==> images/power_grid.png <==
Bar = 20 µm. Pins as bars on the die edge.
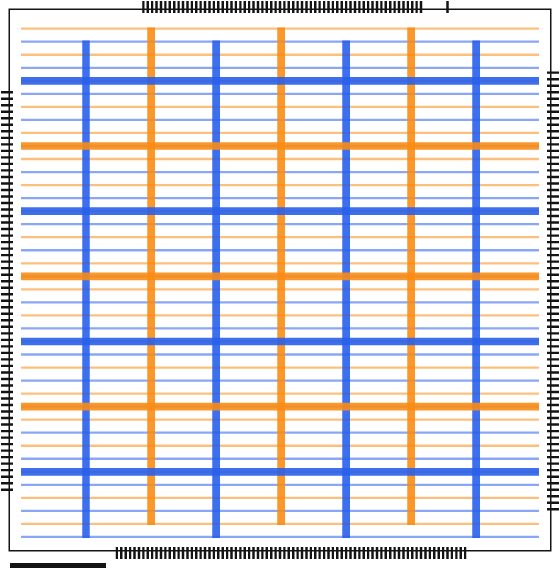
==> images/placement_by_type.png <==
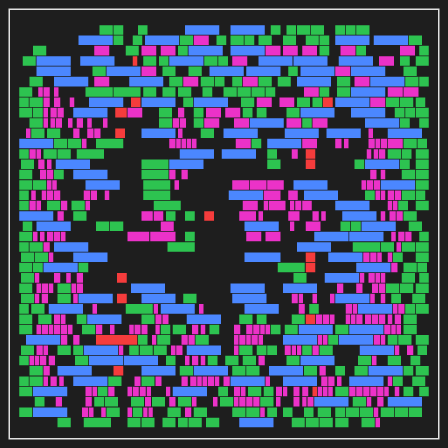
==> src/rtl/alu_arbiter_if.sv <==
// Client and ALU-side signal bundle for alu_arbiter.
// slave = arbiter side, master = clients plus ALU datapath.
interface alu_arbiter_if #(
  parameter int WIDTH = 32,
  parameter int OPW   = 3
);
  logic             req0;
  logic             req1;
  logic [WIDTH-1:0] a0;
  logic [WIDTH-1:0] b0;
  logic [WIDTH-1:0] a1;
  logic [WIDTH-1:0] b1;
  logic [OPW-1:0]   op0;
  logic [OPW-1:0]   op1;
  logic             ack0;
  logic             ack1;
  logic [WIDTH-1:0] result;
  logic             zero;
  logic             grant;
  logic             busy;
  logic [WIDTH-1:0] alu_a;
  logic [WIDTH-1:0] alu_b;
  logic [OPW-1:0]   alu_op;
  logic [WIDTH-1:0] alu_result;
  logic             alu_zero;

  modport slave (
    input  req0, req1, a0, b0, a1, b1, op0, op1,
    input  alu_result, alu_zero,
    output ack0, ack1, result, zero, grant, busy,
    output alu_a, alu_b, alu_op
  );

  modport master (
    output req0, req1, a0, b0, a1, b1, op0, op1,
    output alu_result, alu_zero,
    input  ack0, ack1, result, zero, grant, busy,
    input  alu_a, alu_b, alu_op
  );
endinterface

==> src/rtl/alu_arbiter.sv <==
// Two-requester arbiter sharing one combinational ALU (IDLE/EXEC/DONE).
// Define ALU_ARB_FIXED_PRIO_EN for fixed priority (req0 wins ties).
module alu_arbiter #(
  parameter int WIDTH = 32,
  parameter int OPW   = 3
) (
  input  logic         clk,
  input  logic         rst_n,
  alu_arbiter_if.slave bus
);

  typedef enum logic [1:0] {
    IDLE,
    EXEC,
    DONE
  } state_t;

  state_t           state;
  logic             win;
  logic [WIDTH-1:0] sel_a;
  logic [WIDTH-1:0] sel_b;
  logic [OPW-1:0]   sel_op;

`ifdef ALU_ARB_FIXED_PRIO_EN
  assign win = !bus.req0;
`else
  logic last;
  // On a tie the requester that was not served last wins.
  assign win = (bus.req0 && bus.req1) ? !last : bus.req1;
`endif

  assign sel_a  = win ? bus.a1  : bus.a0;
  assign sel_b  = win ? bus.b1  : bus.b0;
  assign sel_op = win ? bus.op1 : bus.op0;

  always_ff @(posedge clk or negedge rst_n) begin
    if (!rst_n) begin
      state      <= IDLE;
      bus.ack0   <= 1'b0;
      bus.ack1   <= 1'b0;
      bus.busy   <= 1'b0;
      bus.grant  <= 1'b0;
      bus.result <= '0;
      bus.zero   <= 1'b0;
      bus.alu_a  <= '0;
      bus.alu_b  <= '0;
      bus.alu_op <= '0;
`ifndef ALU_ARB_FIXED_PRIO_EN
      last       <= 1'b1;
`endif
    end else begin
      unique case (state)
        IDLE: begin
          if (bus.req0 || bus.req1) begin
            bus.alu_a  <= sel_a;
            bus.alu_b  <= sel_b;
            bus.alu_op <= sel_op;
            bus.grant  <= win;
            bus.busy   <= 1'b1;
            state      <= EXEC;
          end
        end
        EXEC: begin
          bus.result <= bus.alu_result;
          bus.zero   <= bus.alu_zero;
          bus.ack0   <= !bus.grant;
          bus.ack1   <= bus.grant;
          state      <= DONE;
        end
        DONE: begin
          bus.ack0 <= 1'b0;
          bus.ack1 <= 1'b0;
          bus.busy <= 1'b0;
`ifndef ALU_ARB_FIXED_PRIO_EN
          last     <= bus.grant;
`endif
          state    <= IDLE;
        end
        default: state <= IDLE;
      endcase
    end
  end

endmodule

==> src/flat_wrapper.sv <==
// flat-port wrapper written by rule: the top's interface ports become plain ports
module alu_arbiter_flat 
#(
  parameter int WIDTH = 32,
  parameter int OPW   = 3
)
  (clk, rst_n, bus_req0, bus_req1, bus_a0, bus_b0, bus_a1, bus_b1, bus_op0, bus_op1, bus_alu_result, bus_alu_zero, bus_ack0, bus_ack1, bus_result, bus_zero, bus_grant, bus_busy, bus_alu_a, bus_alu_b, bus_alu_op);
  alu_arbiter_if #(.WIDTH(WIDTH), .OPW(OPW)) bus_i ();
  input  logic clk;
  input  logic rst_n;
  input wire logic [$bits(bus_i.req0)-1:0] bus_req0;
  input wire logic [$bits(bus_i.req1)-1:0] bus_req1;
  input wire logic [$bits(bus_i.a0)-1:0] bus_a0;
  input wire logic [$bits(bus_i.b0)-1:0] bus_b0;
  input wire logic [$bits(bus_i.a1)-1:0] bus_a1;
  input wire logic [$bits(bus_i.b1)-1:0] bus_b1;
  input wire logic [$bits(bus_i.op0)-1:0] bus_op0;
  input wire logic [$bits(bus_i.op1)-1:0] bus_op1;
  input wire logic [$bits(bus_i.alu_result)-1:0] bus_alu_result;
  input wire logic [$bits(bus_i.alu_zero)-1:0] bus_alu_zero;
  output wire logic [$bits(bus_i.ack0)-1:0] bus_ack0;
  output wire logic [$bits(bus_i.ack1)-1:0] bus_ack1;
  output wire logic [$bits(bus_i.result)-1:0] bus_result;
  output wire logic [$bits(bus_i.zero)-1:0] bus_zero;
  output wire logic [$bits(bus_i.grant)-1:0] bus_grant;
  output wire logic [$bits(bus_i.busy)-1:0] bus_busy;
  output wire logic [$bits(bus_i.alu_a)-1:0] bus_alu_a;
  output wire logic [$bits(bus_i.alu_b)-1:0] bus_alu_b;
  output wire logic [$bits(bus_i.alu_op)-1:0] bus_alu_op;
  assign bus_i.req0 = bus_req0;
  assign bus_i.req1 = bus_req1;
  assign bus_i.a0 = bus_a0;
  assign bus_i.b0 = bus_b0;
  assign bus_i.a1 = bus_a1;
  assign bus_i.b1 = bus_b1;
  assign bus_i.op0 = bus_op0;
  assign bus_i.op1 = bus_op1;
  assign bus_i.alu_result = bus_alu_result;
  assign bus_i.alu_zero = bus_alu_zero;
  assign bus_ack0 = bus_i.ack0;
  assign bus_ack1 = bus_i.ack1;
  assign bus_result = bus_i.result;
  assign bus_zero = bus_i.zero;
  assign bus_grant = bus_i.grant;
  assign bus_busy = bus_i.busy;
  assign bus_alu_a = bus_i.alu_a;
  assign bus_alu_b = bus_i.alu_b;
  assign bus_alu_op = bus_i.alu_op;
  alu_arbiter #(.WIDTH(WIDTH), .OPW(OPW)) u_core (.clk(clk), .rst_n(rst_n), .bus(bus_i));
endmodule
==> config.mk <==
export PLATFORM = sky130hd
export DESIGN_NAME = alu_arbiter_flat
export DESIGN_NICKNAME = d
export VERILOG_FILES = /design/src/rtl/alu_arbiter_if.sv /design/src/rtl/alu_arbiter.sv /design/src/flat_wrapper.sv
export SDC_FILE = /design/constraint.sdc
export NUM_CORES = 1
export LEC_CHECK = 0
export CORE_MARGIN = 2
export CORE_UTILIZATION = 39
export CTS_BUF_LIST = sky130_fd_sc_hd__clkbuf_4
export DETAILED_ROUTE_END_ITERATION = 16
export PLACE_DENSITY = 0.88
export SLEW_MARGIN = 20
export SYNTH_ARGS = -nofsm -noshare
export SYNTH_HDL_FRONTEND = slang
export SYNTH_SLANG_ARGS = --single-unit
==> constraint.sdc <==
create_clock -name clk -period 2.03 [get_ports clk]
set_input_delay 0.5075 -clock clk [delete_from_list [all_inputs] [get_ports clk]]
set_output_delay 0.5075 -clock clk [all_outputs]
set_load 0.1 [all_outputs]
==> reports/metrics.yaml <==
floorplanning:
  taps: 143
  ios: 275
  fp-utilization: 0.4019
  chip_area_mm2: 0.01270
  die-width_um: 112.7
grt:
  grt_pass1_wl_mm: 22.89
  antenna_found_initial: 1
  grt_pass1_vias: 4758
  grtUsageTotal: 0.2250
  grt_max_degree: 51
  top_usage_layer: "met2"
  gr-usage-met3: 0.05570
  met2_usage: 0.4032
  gr-total-overflow: 0
  use_met1: 0.2567
critical_path:
  crit_path_start: "u_core.state[0]"
  cp.depth: 5
  path_delay_family: "flip-flops"
  cp_max_fo: 5
  critPathSlowestCell: "dfrtp_1"
  criticalPathCategory: "reg2reg"
  timing.rr.start: "u_core.state[0]"
  crit_buf_inv: 2
  r2r_cells: 5
  required_ns: 2.38
  path_cells: "inv_1 -> ha_1 -> nor3b_1 -> buf_4 -> mux2_2"
  critPathArrivalTime_ns: 2.10
  cp_slowest_stage_delay_ns: 0.44
  rr_endpoint: "u_core.state[1]"
  reg2reg_setup_slack_ns: 0.28
  start_kind: "flop"
  endpoint: "u_core.state[1]"
  cp-end-kind: "flop"
sta:
  whs_ns: 0.5195
  worst_slack_ns: 0.2802
  tightestPinTransition_ns: 0.4419
  setup_viol: 0
  tns_ns: 0
  rsz0062_at_grt: "false"
  hold_viol: 0
  skew_ns: 0.01595
  fmax_mhz: 571.5
  finalCritPeriodShare: 0.8620
  min_period_ns: 1.750
  maxSlewHeadroom: 0.7054
  drv_slew: 0
synthesis:
  syn_inst: 465
  ys_sh_simple: 0.1140
  synth_warnings: 0
  fp_nets: 642
  ys_sh_mux: 0.09042
  ys_sh_adder: 0.01629
  netlist_logic_family_top: "AND-OR/OR-AND gates"
  compound_area_frac: 0.1594
  xor_area_frac: 0
  netlist_area_mm2: 0.004608
  yosysUniqueCellTypes: 21
  synth-cells-yosys: 465
  syn_avg_cell_area_um2: 9.910
  ys_seq_share: 0.5813
  yosys_area_mm2: 0.004608
  synth-seq-cells: 107
finish:
  dominant_cells: "buffers"
  antennaDiodeCount: 1
  nFillCells: 884
  regArea_mm2: 0.002679
  layout_top_cell: "clkdlybuf4s50_1"
  clock_area_frac: 0.01809
  num-multi-input-gates: 323
  area_growth_pct: 63.59
  nFlopsAndLatches: 107
  final-nonclk-buf-share: 0.3665
  nNetsFinal: 909
  stdcell_count: 881
  clkbuf_count: 11
  num-nonclk-buffers: 288
  drive_above_1_share: 0.2361
  mostFrequentLayoutCells: "169 x clkdlybuf4s50_1, 134 x a21oi_1, 106 x dfrtp_1"
  inv_count: 3
  comb-cell-share: 0.2345
  mi_logic_area_mm2: 0.001768
run:
  tool_warnings: 31
  drv_cap: 0
placed_design:
  placement.io_buffers: 274
  place_hpwl_mm: 10.98
  gp_congestion: 0.8129
  pre_cts_slack_ns: -0.01863
  dp.cells: 863
  placed_area_mm2: 0.007390
clock_network:
  cts_max_level: 3
  root_buffer: "clkbuf_4"
  path_clk_slew_ns: 0.16
  cts_tree: "done"
  cts_buffer_depth: 2
  hold_buffers: 1
  numCtsBuffers: 9
  post_cts_resized: 0
  cts_sinks: 107
  cts_setup_buffers: 0
  clock_latency_ns: 0.45
route:
  drc: 0
  drt-pass1-iter-count: 5
  drt-met1-wl_mm: 5.361
  top_layer: "met4"
  dr_wl_met3_mm: 1.169
  drt_iter0_drc: 301
  wl_per_cell_um: 16.52
  wl_met2_mm: 7.712
  vias_per_cell: 5.098
  num_vias: 4491
  drtAntennaViolNets: 0
  wirelength_mm: 14.56
status:
  status: "finished, final reports clean"
worst_hold_path:
  hold_class: "in2async"
About power_grid.png:
color	net
blue	VSS
orange	VDD
met5 straps	7
signal pins	275
rows	39
met1 rails	40
Die Y: 112.7 µm
core area: 0.01147 mm²

About placement_by_type.png:
color	class	cells
blue	sequential cells	107
magenta	combinational and other logic	326
green	remaining buffers and delay cells	288
red	clock drivers and dummy loads	16
row cnt: 39
post-route cell area: 0.007538 mm²
flop share of the area: 0.3554
fin util: 0.6574

==> synth_stat cells, drive strengths merged <==
master,n,area share
o21ai,3,0.0041
nand2,67,0.055
o21a,1,0.0016
nor3b,1,0.0016
inv,3,0.0024
clkbuf,11,0.0090
a21bo,1,0.0022
dfrtp,106,0.58
a22o,1,0.0019
dfstp,1,0.0057
a21oi,134,0.15
buf,21,0.027
mux2,37,0.090
ha,6,0.016
o31ai,1,0.0016
nor2,69,0.056
nand3b,1,0.0016
a21boi,1,0.0024
==> registers in the layout, summed over array words and instances (netlist names) <==
signal             cells
u_core.bus.ack0        1
u_core.bus.zero        1
u_core.bus.alu_a      32
u_core.bus.alu_op      3
u_core.bus.busy        1
u_core.last            1
u_core.bus.alu_b      32
u_core.bus.result     32
u_core.bus.ack1        1
u_core.bus.grant       1
u_core.state           2
